### src/rtl/bitcell_pkg.sv
// Shared definitions for the bitcell array controller: FSM state encoding and default geometry.
// Latency: n/a (definitions only).
// Backpressure: n/a (definitions only).
package bitcell_pkg;

    localparam int DEF_ADDR_W = 4;
    localparam int DEF_DATA_W = 4;

    typedef enum logic [1:0] {
        IDLE   = 2'd0,
        DECODE = 2'd1,
        ACCESS = 2'd2,
        DONE   = 2'd3
    } state_t;

endpackage

### src/rtl/bitcell_array_ctrl_if.sv
// Request/response bundle between the request FSM (master) and the array controller (slave).
// Latency: n/a (wires only).
// Backpressure: busy flags an in-flight access; requests seen while busy are dropped, not held.
//   master drives: valid, rw, addr, wdata
//   slave drives : wl, we, rdata, done, busy, drop
interface bitcell_array_ctrl_if
    import bitcell_pkg::*;
#(
    parameter int ADDR_W = DEF_ADDR_W,
    parameter int DATA_W = DEF_DATA_W
) ();

    logic                   valid;
    logic                   rw;
    logic [ADDR_W-1:0]      addr;
    logic [DATA_W-1:0]      wdata;
    logic [2**ADDR_W-1:0]   wl;
    logic                   we;
    logic [DATA_W-1:0]      rdata;
    logic                   done;
    logic                   busy;
    logic                   drop;

    modport master (
        output valid, rw, addr, wdata,
        input  wl, we, rdata, done, busy, drop
    );

    modport slave (
        input  valid, rw, addr, wdata,
        output wl, we, rdata, done, busy, drop
    );

endinterface

### src/rtl/bitcell_row.sv
// One word of DATA_W bitcells; stores d when its word line and write enable are both high.
// Latency: write commits on the rising clk edge at the end of the enabled cycle; q is always visible.
// Backpressure: none.
//   clk in, wl in (word line), we in (write enable), d in [DATA_W], q out [DATA_W]
module bitcell_row #(
    parameter int DATA_W = bitcell_pkg::DEF_DATA_W
) (
    input  logic              clk,
    input  logic              wl,
    input  logic              we,
    input  logic [DATA_W-1:0] d,
    output logic [DATA_W-1:0] q
);

    // The cross-coupled NAND pair is modelled as clocked storage so the write lands
    // exactly on the edge that leaves ACCESS. Contents are deliberately never reset.
    always_ff @(posedge clk) begin
        if (wl && we) begin
            q <= d;
        end
    end

endmodule

### src/rtl/bitcell_array_ctrl.sv
// Executes one read or write per accepted request on a 2**ADDR_W x DATA_W bitcell array.
// Latency: 3 cycles from accepting edge to done; a new request may be accepted in the DONE cycle.
// Backpressure: busy in DECODE/ACCESS; a valid seen while busy is discarded and drop pulses next cycle.
//   clk, rst (sync, active-high); bus: slave side of bitcell_array_ctrl_if
module bitcell_array_ctrl
    import bitcell_pkg::*;
#(
    parameter int ADDR_W = DEF_ADDR_W,
    parameter int DATA_W = DEF_DATA_W
) (
    input  logic                 clk,
    input  logic                 rst,
    bitcell_array_ctrl_if.slave  bus
);

    localparam int DEPTH = 2**ADDR_W;

    state_t              state;
    state_t              state_nxt;
    logic [ADDR_W-1:0]   addr_q;
    logic [ADDR_W-1:0]   addr_nxt;
    logic [DATA_W-1:0]   wdata_q;
    logic [DATA_W-1:0]   wdata_nxt;
    logic                rw_q;
    logic                rw_nxt;
    logic [DEPTH-1:0]    wl_q;
    logic [DEPTH-1:0]    wl_nxt;
    logic                we_q;
    logic                we_nxt;
    logic [DATA_W-1:0]   rdata_q;
    logic                drop_q;
    logic                busy;
    logic                row_we;
    logic [DATA_W-1:0]   row_q [DEPTH];

    assign busy = (state == DECODE) || (state == ACCESS);

    // Next-state and next-output logic. wl/we are computed from the next state and
    // registered, so the row drivers see clean flop outputs with no path from inputs.
    always_comb begin
        state_nxt = state;
        addr_nxt  = addr_q;
        wdata_nxt = wdata_q;
        rw_nxt    = rw_q;
        wl_nxt    = '0;
        we_nxt    = 1'b0;

        case (state)
            IDLE, DONE: begin
                if (bus.valid) begin
                    state_nxt = DECODE;
                    addr_nxt  = bus.addr;
                    wdata_nxt = bus.wdata;
                    rw_nxt    = bus.rw;
                end else begin
                    state_nxt = IDLE;
                end
            end
            DECODE:  state_nxt = ACCESS;
            ACCESS:  state_nxt = DONE;
            default: state_nxt = IDLE;
        endcase

        if ((state_nxt == DECODE) || (state_nxt == ACCESS)) begin
            wl_nxt[addr_nxt] = 1'b1;
        end
        we_nxt = (state_nxt == ACCESS) && rw_nxt;
    end

    always_ff @(posedge clk) begin
        if (rst) begin
            state   <= IDLE;
            addr_q  <= '0;
            wdata_q <= '0;
            rw_q    <= 1'b0;
            wl_q    <= '0;
            we_q    <= 1'b0;
            rdata_q <= '0;
            drop_q  <= 1'b0;
        end else begin
            state   <= state_nxt;
            addr_q  <= addr_nxt;
            wdata_q <= wdata_nxt;
            rw_q    <= rw_nxt;
            wl_q    <= wl_nxt;
            we_q    <= we_nxt;
            drop_q  <= bus.valid && busy;
            // Read sense happens on the same edge a write would commit.
            if ((state == ACCESS) && !rw_q) begin
                rdata_q <= row_q[addr_q];
            end
        end
    end

    // Reset must also suppress a commit that coincides with it, so the
    // row-facing enable is qualified with rst.
    assign row_we = we_q && !rst;

    for (genvar i = 0; i < DEPTH; i++) begin : g_row
        bitcell_row #(
            .DATA_W (DATA_W)
        ) u_row (
            .clk (clk),
            .wl  (wl_q[i]),
            .we  (row_we),
            .d   (wdata_q),
            .q   (row_q[i])
        );
    end

    assign bus.wl    = wl_q;
    assign bus.we    = we_q;
    assign bus.rdata = rdata_q;
    assign bus.done  = (state == DONE);
    assign bus.busy  = busy;
    assign bus.drop  = drop_q;

endmodule

### src/flat_wrapper.sv
// flat-port wrapper written by rule: the top's interface ports become plain ports
module bitcell_array_ctrl_flat import bitcell_pkg::*;
#(
    parameter int ADDR_W = DEF_ADDR_W,
    parameter int DATA_W = DEF_DATA_W
)
  (clk, rst, bus_valid, bus_rw, bus_addr, bus_wdata, bus_wl, bus_we, bus_rdata, bus_done, bus_busy, bus_drop);
  bitcell_array_ctrl_if #(.ADDR_W(ADDR_W), .DATA_W(DATA_W)) bus_i ();
  input  logic clk;
  input  logic rst;
  input wire logic [$bits(bus_i.valid)-1:0] bus_valid;
  input wire logic [$bits(bus_i.rw)-1:0] bus_rw;
  input wire logic [$bits(bus_i.addr)-1:0] bus_addr;
  input wire logic [$bits(bus_i.wdata)-1:0] bus_wdata;
  output wire logic [$bits(bus_i.wl)-1:0] bus_wl;
  output wire logic [$bits(bus_i.we)-1:0] bus_we;
  output wire logic [$bits(bus_i.rdata)-1:0] bus_rdata;
  output wire logic [$bits(bus_i.done)-1:0] bus_done;
  output wire logic [$bits(bus_i.busy)-1:0] bus_busy;
  output wire logic [$bits(bus_i.drop)-1:0] bus_drop;
  assign bus_i.valid = bus_valid;
  assign bus_i.rw = bus_rw;
  assign bus_i.addr = bus_addr;
  assign bus_i.wdata = bus_wdata;
  assign bus_wl = bus_i.wl;
  assign bus_we = bus_i.we;
  assign bus_rdata = bus_i.rdata;
  assign bus_done = bus_i.done;
  assign bus_busy = bus_i.busy;
  assign bus_drop = bus_i.drop;
  bitcell_array_ctrl #(.ADDR_W(ADDR_W), .DATA_W(DATA_W)) u_core (.clk(clk), .rst(rst), .bus(bus_i));
endmodule
### config.mk
export PLATFORM = sky130hd
export DESIGN_NAME = bitcell_array_ctrl_flat
export DESIGN_NICKNAME = d
export VERILOG_FILES = /design/src/rtl/bitcell_pkg.sv /design/src/rtl/bitcell_array_ctrl_if.sv /design/src/rtl/bitcell_row.sv /design/src/rtl/bitcell_array_ctrl.sv /design/src/flat_wrapper.sv
export SDC_FILE = /design/constraint.sdc
export NUM_CORES = 1
export LEC_CHECK = 0
export CAP_MARGIN = 20
export CORE_ASPECT_RATIO = 0.6
export CORE_MARGIN = 2
export CORE_UTILIZATION = 40
export DETAILED_ROUTE_END_ITERATION = 8
export PLACE_DENSITY = 0.68
export REMOVE_ABC_BUFFERS = 1
export SLEW_MARGIN = 20
export SYNTH_ARGS = -nofsm -noshare
export SYNTH_HDL_FRONTEND = slang
export SYNTH_HIERARCHICAL = 1
export SYNTH_SLANG_ARGS = --single-unit
### constraint.sdc
create_clock -name clk -period 2.5 [get_ports clk]
set_clock_uncertainty 0.1 [all_clocks]
set_input_delay 0.5 -clock clk [delete_from_list [all_inputs] [get_ports clk]]
set_output_delay 0.5 -clock clk [all_outputs]
set_load 0.05 [all_outputs]
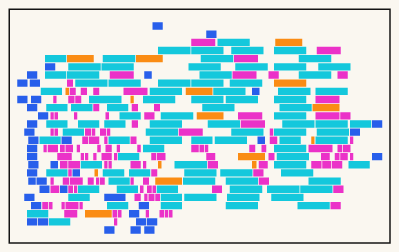
*Cells coloured by class, run 1*
Drawn at 3 px/um.
legend:
  all other logic:
    colour: magenta
    cells: 123
    share_of_their_area: 23%
  flip-flops:
    colour: cyan
    cells: 97
    share_of_their_area: 61%
  clock drivers and dummy loads:
    colour: orange
    cells: 16
    share_of_their_area: 6.6%
  other buffers and delay cells:
    colour: blue
    cells: 42
    share_of_their_area: 9.8%

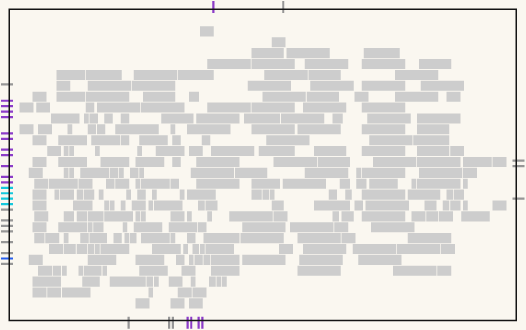
*Pin map, run 1*
Drawn at 4 px/um. Pins as bars across the die edge, other pins in grey.
legend:
  `bus_valid`:
    colour: blue
    pins: 1
    direction: input
    edge: west
  `bus_wl`:
    colour: purple
    pins: 16
    direction: output
    edge: 11 west, 4 south, 1 north
  `bus_addr`:
    colour: cyan
    pins: 4
    direction: input
    edge: west
die extent in y: 77.4 um
Port Buffers: 35

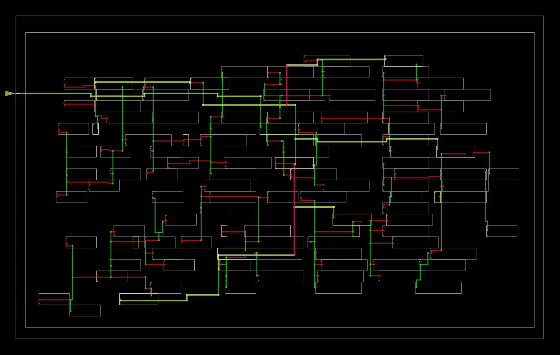
*Clock wiring as the flow saved it, run 1*
CTS sink count: 97
Inserted Clock Buffers: 9
Flops: 97
clock buffers: 11
Power Clock: 0.00129 W

==> impl_metrics.tcl, run 1 <==
# yosys + openroad results
set metrics [dict create \
    worst_setup_path_end_kind "output port" \
    core_um2 8620 \
    startpoint_type "register" \
    wl_um 7170 \
    grt_util_met2 0.196 \
    post_cts_buffers 0 \
    p_per_area_nw_per_um2 800 \
    track_usage 0.159 \
    ys_sh_simple 0.0989 \
    worstHoldStart "u_core/bus.rdata[1]$_SDFFE_PP0P_" \
    criticalPathCategory "register to output port" \
    rows 26 \
    nMultiInputCombCells 120 \
    yosysTopAreaCell "edfxtp_1" \
    p_switching_w 0.000816 \
    grt_pass1_vias 1937 \
    ys_dominant_reg_cell "edfxtp_1" \
    avgRoutedWirePerCell_um 18.4 \
    yosys.stat.seqShare 0.718 \
    hold_viol 0 \
    dr.first_iter.drc_count 249 \
    n_all_inverters 3 \
    hold_buffers 0 \
    yosysWarnings 6 \
    ys_sh_adder 0.0104 \
    comb_share 0.217 \
    path_max_fanout 2 \
    min_path_type "register to register" \
    post-place-cells 374 \
    ctsLongestPathBuffers 2 \
    synth-xor-area-share 0 \
    rsz0062_at_grt "false" \
    final-nonclk-buf-share 0.0944 \
    finalSetupViolCount 0 \
    leakage_nw 1.48 \
    async_flop_share 0 \
    cts_tree "done" \
    crit_required_ns 1.90 \
    logic_area_um2 947 \
    finalCriticalPeriod_ns 2.24 \
    gp_congestion 0.806 \
    finalWorstSetupSlack_ns 0.259 \
    syn_area_per_cell_um2 15.8 \
    dp_worst_setup_slack_ns 0.128 \
    dominant_cells "sequential cells" \
    postCtsResizedCells 0 \
    antenna_violating_nets_post_route 0 \
    dr_wl_met2_um 2770 \
    internal_power_w 0.00268 \
    ff_latch_area_um2 2580 \
    slew_headroom 0.593 \
    wl_met1_um 3660 \
    maxCapViolations 0 \
    top_power_group "registers" \
    r2r-start "u_core/state[0]$_SDFF_PP0_" \
    htreeDepth 3 \
    tns_ns 0 \
    die_w_um 126 \
    tool_warnings 26 \
    layout_top_cells "64 x edfxtp_1, 34 x clkdlybuf4s50_1, 33 x dfxtp_1" \
    fillers 719 \
    drcViolationCount 0 \
    tightest_slew_ns 0.610 \
    root_buffer "clkbuf_16" \
    insertedDiodeCount 0 \
    vias_per_cell 5.09 \
    arrival_ns 1.64 \
    status "completed" \
    final_common_cell "edfxtp_1" \
    p_comb_frac 0.113 \
    whs_ns 0.383 \
    use_met3 0.0697 \
    die_area_um2 9790 \
    slew_violations 0 \
    wl_met3_um 706 \
    period_used_share 0.896 \
    netlist_area_um2 3590 \
    gr-max-usage-layer "met1" \
    grt_pass1_wl_um 11100 \
    total_power_w 0.00350 \
    sh_seq_area 0.591 \
    top_cell "edfxtp_1" \
    ys.flops 97 \
    synthTopLogicFamily "multiplexers" \
    fin_cells 390 \
    dr_total_vias 1984 \
    vdd_ir_drop_max_mv 0.384 \
    aoi_share 0.0334 \
    finalInstanceArea_um2 4370 \
    synth.distinct_cells 28 \
    syn_inst 227 \
    n_tap_cell 112 \
    grt.overflow.total 0 \
    sw_frac_of_total 0.233 \
    final_nets 288 \
    startpoint "u_core/state[0]$_SDFF_PP0_" \
]
-- run 1: state kept, by name (all words and copies together) (netlist names) --
name,cells
u_core/bus.wl,16
u_core/bus.we,1
u_core/wdata_q,4
u_core/rw_q,1
u_core/bus.rdata,4
u_core/state,2
u_core/g_row.u_row/q,64
u_core/bus.drop,1
u_core/addr_q,4
-- run 1: worst paths after layout --
check                           depth (start not counted)  slack, ns                                to
worst max register to register                          7       0.37      u_core/bus.wl[15]$_SDFF_PP0_
worst min-delay path                                    2       0.38  u_core/bus.rdata[1]$_SDFFE_PP0P_
worst max-delay path                                    2       0.26                          bus_done
worst min register to register                          2       0.38  u_core/bus.rdata[1]$_SDFFE_PP0P_
-- run 1: critical path, cell delays in order, from the launching register on --
cell and delay, ns:
dfxtp_1 0.33, ha_1 0.17, clkdlybuf4s50_1 0.80
--- run 2 (diff from run 1) ---
--- a/config.mk
+++ b/config.mk
@@ -9,9 +9,11 @@
 export CORE_ASPECT_RATIO = 0.6
 export CORE_MARGIN = 2
 export CORE_UTILIZATION = 40
+export CTS_CLUSTER_DIAMETER = 150
 export DETAILED_ROUTE_END_ITERATION = 8
 export PLACE_DENSITY = 0.68
 export REMOVE_ABC_BUFFERS = 1
+export SKIP_CTS_REPAIR_TIMING = 1
 export SLEW_MARGIN = 20
 export SYNTH_ARGS = -nofsm -noshare
 export SYNTH_HDL_FRONTEND = slang
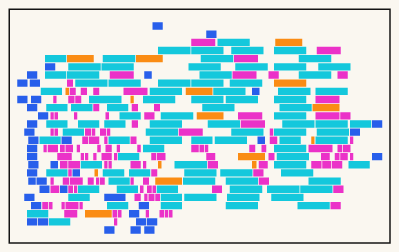
*Cells coloured by class, run 2*
Drawn at 3 px/um.
legend:
  clock drivers and dummy loads:
    colour: orange
    cells: 16
    share_of_their_area: 6.6%
  other buffers and delay cells:
    colour: blue
    cells: 42
    share_of_their_area: 9.8%
  all other logic:
    colour: magenta
    cells: 123
    share_of_their_area: 23%
  flip-flops:
    colour: cyan
    cells: 97
    share_of_their_area: 61%
Seq/total area: 0.591
Placeable Area: 8620 um2

==> impl_metrics.tcl, run 2 <==
# yosys + openroad results
set metrics [dict create \
    top_power_group "registers" \
    antenna_violating_nets_post_route 0 \
    fmax_ghz 0.446 \
    holdPathStages 2 \
    min_path_type "register to register" \
    die_height_um 77.4 \
    critical_path_depth 2 \
    p_seq_frac 0.518 \
    criticalPathCategory "register to output port" \
    status "completed" \
    ys_dominant_reg_cell "edfxtp_1" \
    ctsLongestPathBuffers 2 \
    clkTransAtPathRegs_ns 0.06 \
    rows 26 \
    synth.distinct_cells 28 \
    cts_tree "done" \
    ys_chip_area_um2 3590 \
    dr_total_vias 1984 \
    critical-path-slowest-cell "clkdlybuf4s50_1" \
    grt_max_degree 22 \
    cts_sinks 97 \
    ff_latch_area_um2 2580 \
    leakage_nw 1.48 \
    vdd_ir_drop_max_mv 0.384 \
    p_per_area_nw_per_um2 800 \
    syn_inst 227 \
    internal_power_w 0.00268 \
    finalCriticalPeriod_ns 2.24 \
    gp_congestion 0.806 \
    wl_um 7170 \
    dr.first_iter.drc_count 249 \
    wl_met1_um 3660 \
    crit_required_ns 1.90 \
    layout_top_cells "64 x edfxtp_1, 34 x clkdlybuf4s50_1, 33 x dfxtp_1" \
    tightest_slew_ns 0.610 \
    ys.flops 97 \
    fin_util 0.507 \
    min_to "u_core/bus.rdata[1]$_SDFFE_PP0P_" \
    grt_use_met1 0.254 \
    path_cells "ha_1 -> clkdlybuf4s50_1" \
    die_w_um 126 \
    yosys.stat.seqShare 0.718 \
    worst_setup_path_end_kind "output port" \
    async_flop_share 0 \
    p_switching_w 0.000816 \
    netlist_area_um2 3590 \
    regToRegSetupSlack_ns 0.37 \
    grt_util_met2 0.196 \
    worstHoldStart "u_core/bus.rdata[1]$_SDFFE_PP0P_" \
    grt_pass1_vias 1937 \
    grt.overflow.total 0 \
    cpLargestDelayFamily "buffers and inverters" \
    r2r-start "u_core/state[0]$_SDFF_PP0_" \
    wl_met3_um 706 \
    topCellsByArea "edfxtp_1 53%, dfxtp_1 18%, mux4_2 7.5%, mux2i_1 4.2%, and2_1 3.3%" \
    initCoreUtil 0.417 \
    startpoint "u_core/state[0]$_SDFF_PP0_" \
    antenna_found_initial 0 \
    drcViolationCount 0 \
    yosysTopAreaCell "edfxtp_1" \
    total_power_w 0.00350 \
    clkPwrFrac 0.369 \
    avgRoutedWirePerCell_um 18.4 \
    drive_gt1_frac 0.126 \
    insertedDiodeCount 0 \
    dp_worst_setup_slack_ns 0.128 \
    hold_viol 0 \
    p_comb_frac 0.113 \
    root_buffer "clkbuf_16" \
    dr.pass1.iters 4 \
    use_met3 0.0697 \
    yosysWarnings 6 \
    clkLatencyLatePin_ns 0.34 \
    largest_register_ffs 64 \
    htreeDepth 3 \
    sw_frac_of_total 0.233 \
    logic_area_um2 947 \
    final_common_cell "edfxtp_1" \
    whs_ns 0.383 \
    worst-r2r-cell-count 7 \
    crit_path_end "bus_done" \
    tns_ns 0 \
    powerClk_w 0.00129 \
    comb_power_w 0.000396 \
    slowest_delay_ns 0.80 \
    powerSeq_w 0.00181 \
    track_usage 0.159 \
    edf_count 64 \
    postPlaceCellArea_um2 4090 \
    die_area_um2 9790 \
    maxCapViolations 0 \
    ys_cells 227 \
    arrival_ns 1.64 \
    rsz0062_at_grt "false" \
    finalSetupViolCount 0 \
    syn_area_per_cell_um2 15.8 \
    startpoint_type "register" \
    fillers 719 \
    final_nets 288 \
    regMostFlops "u_core/g_row.u_row/q" \
    critPathBufInv 1 \
    top_cells_by_count "64 x edfxtp_1, 33 x dfxtp_1, 23 x nor2_1" \
    port_buffers 35 \
    slew_headroom 0.593 \
    io_pins 36 \
    synth_top_area_share 0.535 \
    slew_violations 0 \
    gr-max-usage-layer "met1" \
    area_delta_synth_final_pct 21.6 \
    tool_warnings 26 \
    finalInstanceArea_um2 4370 \
    path_max_fanout 2 \
    cts_buffers 9 \
    post-place-cells 374 \
    top_layer "met4" \
    top_cell "edfxtp_1" \
    grt_pass1_wl_um 11100 \
    finalWorstSetupSlack_ns 0.259 \
    vias_per_cell 5.09 \
    timing.rr.end "u_core/bus.wl[15]$_SDFF_PP0_" \
    period_used_share 0.896 \
    dr_wl_met2_um 2770 \
    fin_cells 390 \
    dpl.hpwl_um 5100 \
]
[run 2: cell counts in the layout (fill, tap and decap cells not counted)]
Identical to the previous run, type by type.
[run 2: cell type report]
class | count | area share
clock buffer | 11 | 0.0532
clock inverter | 5 | 0.0106
inverter | 3 | 0.00258
multi-input combinational | 120 | 0.217
sequential | 97 | 0.591
tap | 112 | 0.0320
timing repair buffer | 42 | 0.0944
[run 2: logic make-up after synthesis]
| family | count (synthesis) | share of synthesized area |
|---|---|---|
| compound gates | 19 | 0.0334 |
| fa+ha+maj | 3 | 0.0104 |
| buf+inv | 10 | 0.0181 |
| flops | 97 | 0.718 |
| mux | 28 | 0.121 |
| simple gates | 70 | 0.0988 |
[run 2: tightest hold or removal path, delay by kind of cell (launching register included)]
family          cells  cell delay, ns
compound gates      1            0.08
flops               1            0.32
simple gates        1            0.05
Power figures rest on the tool's default switching activity, not on a simulated workload.
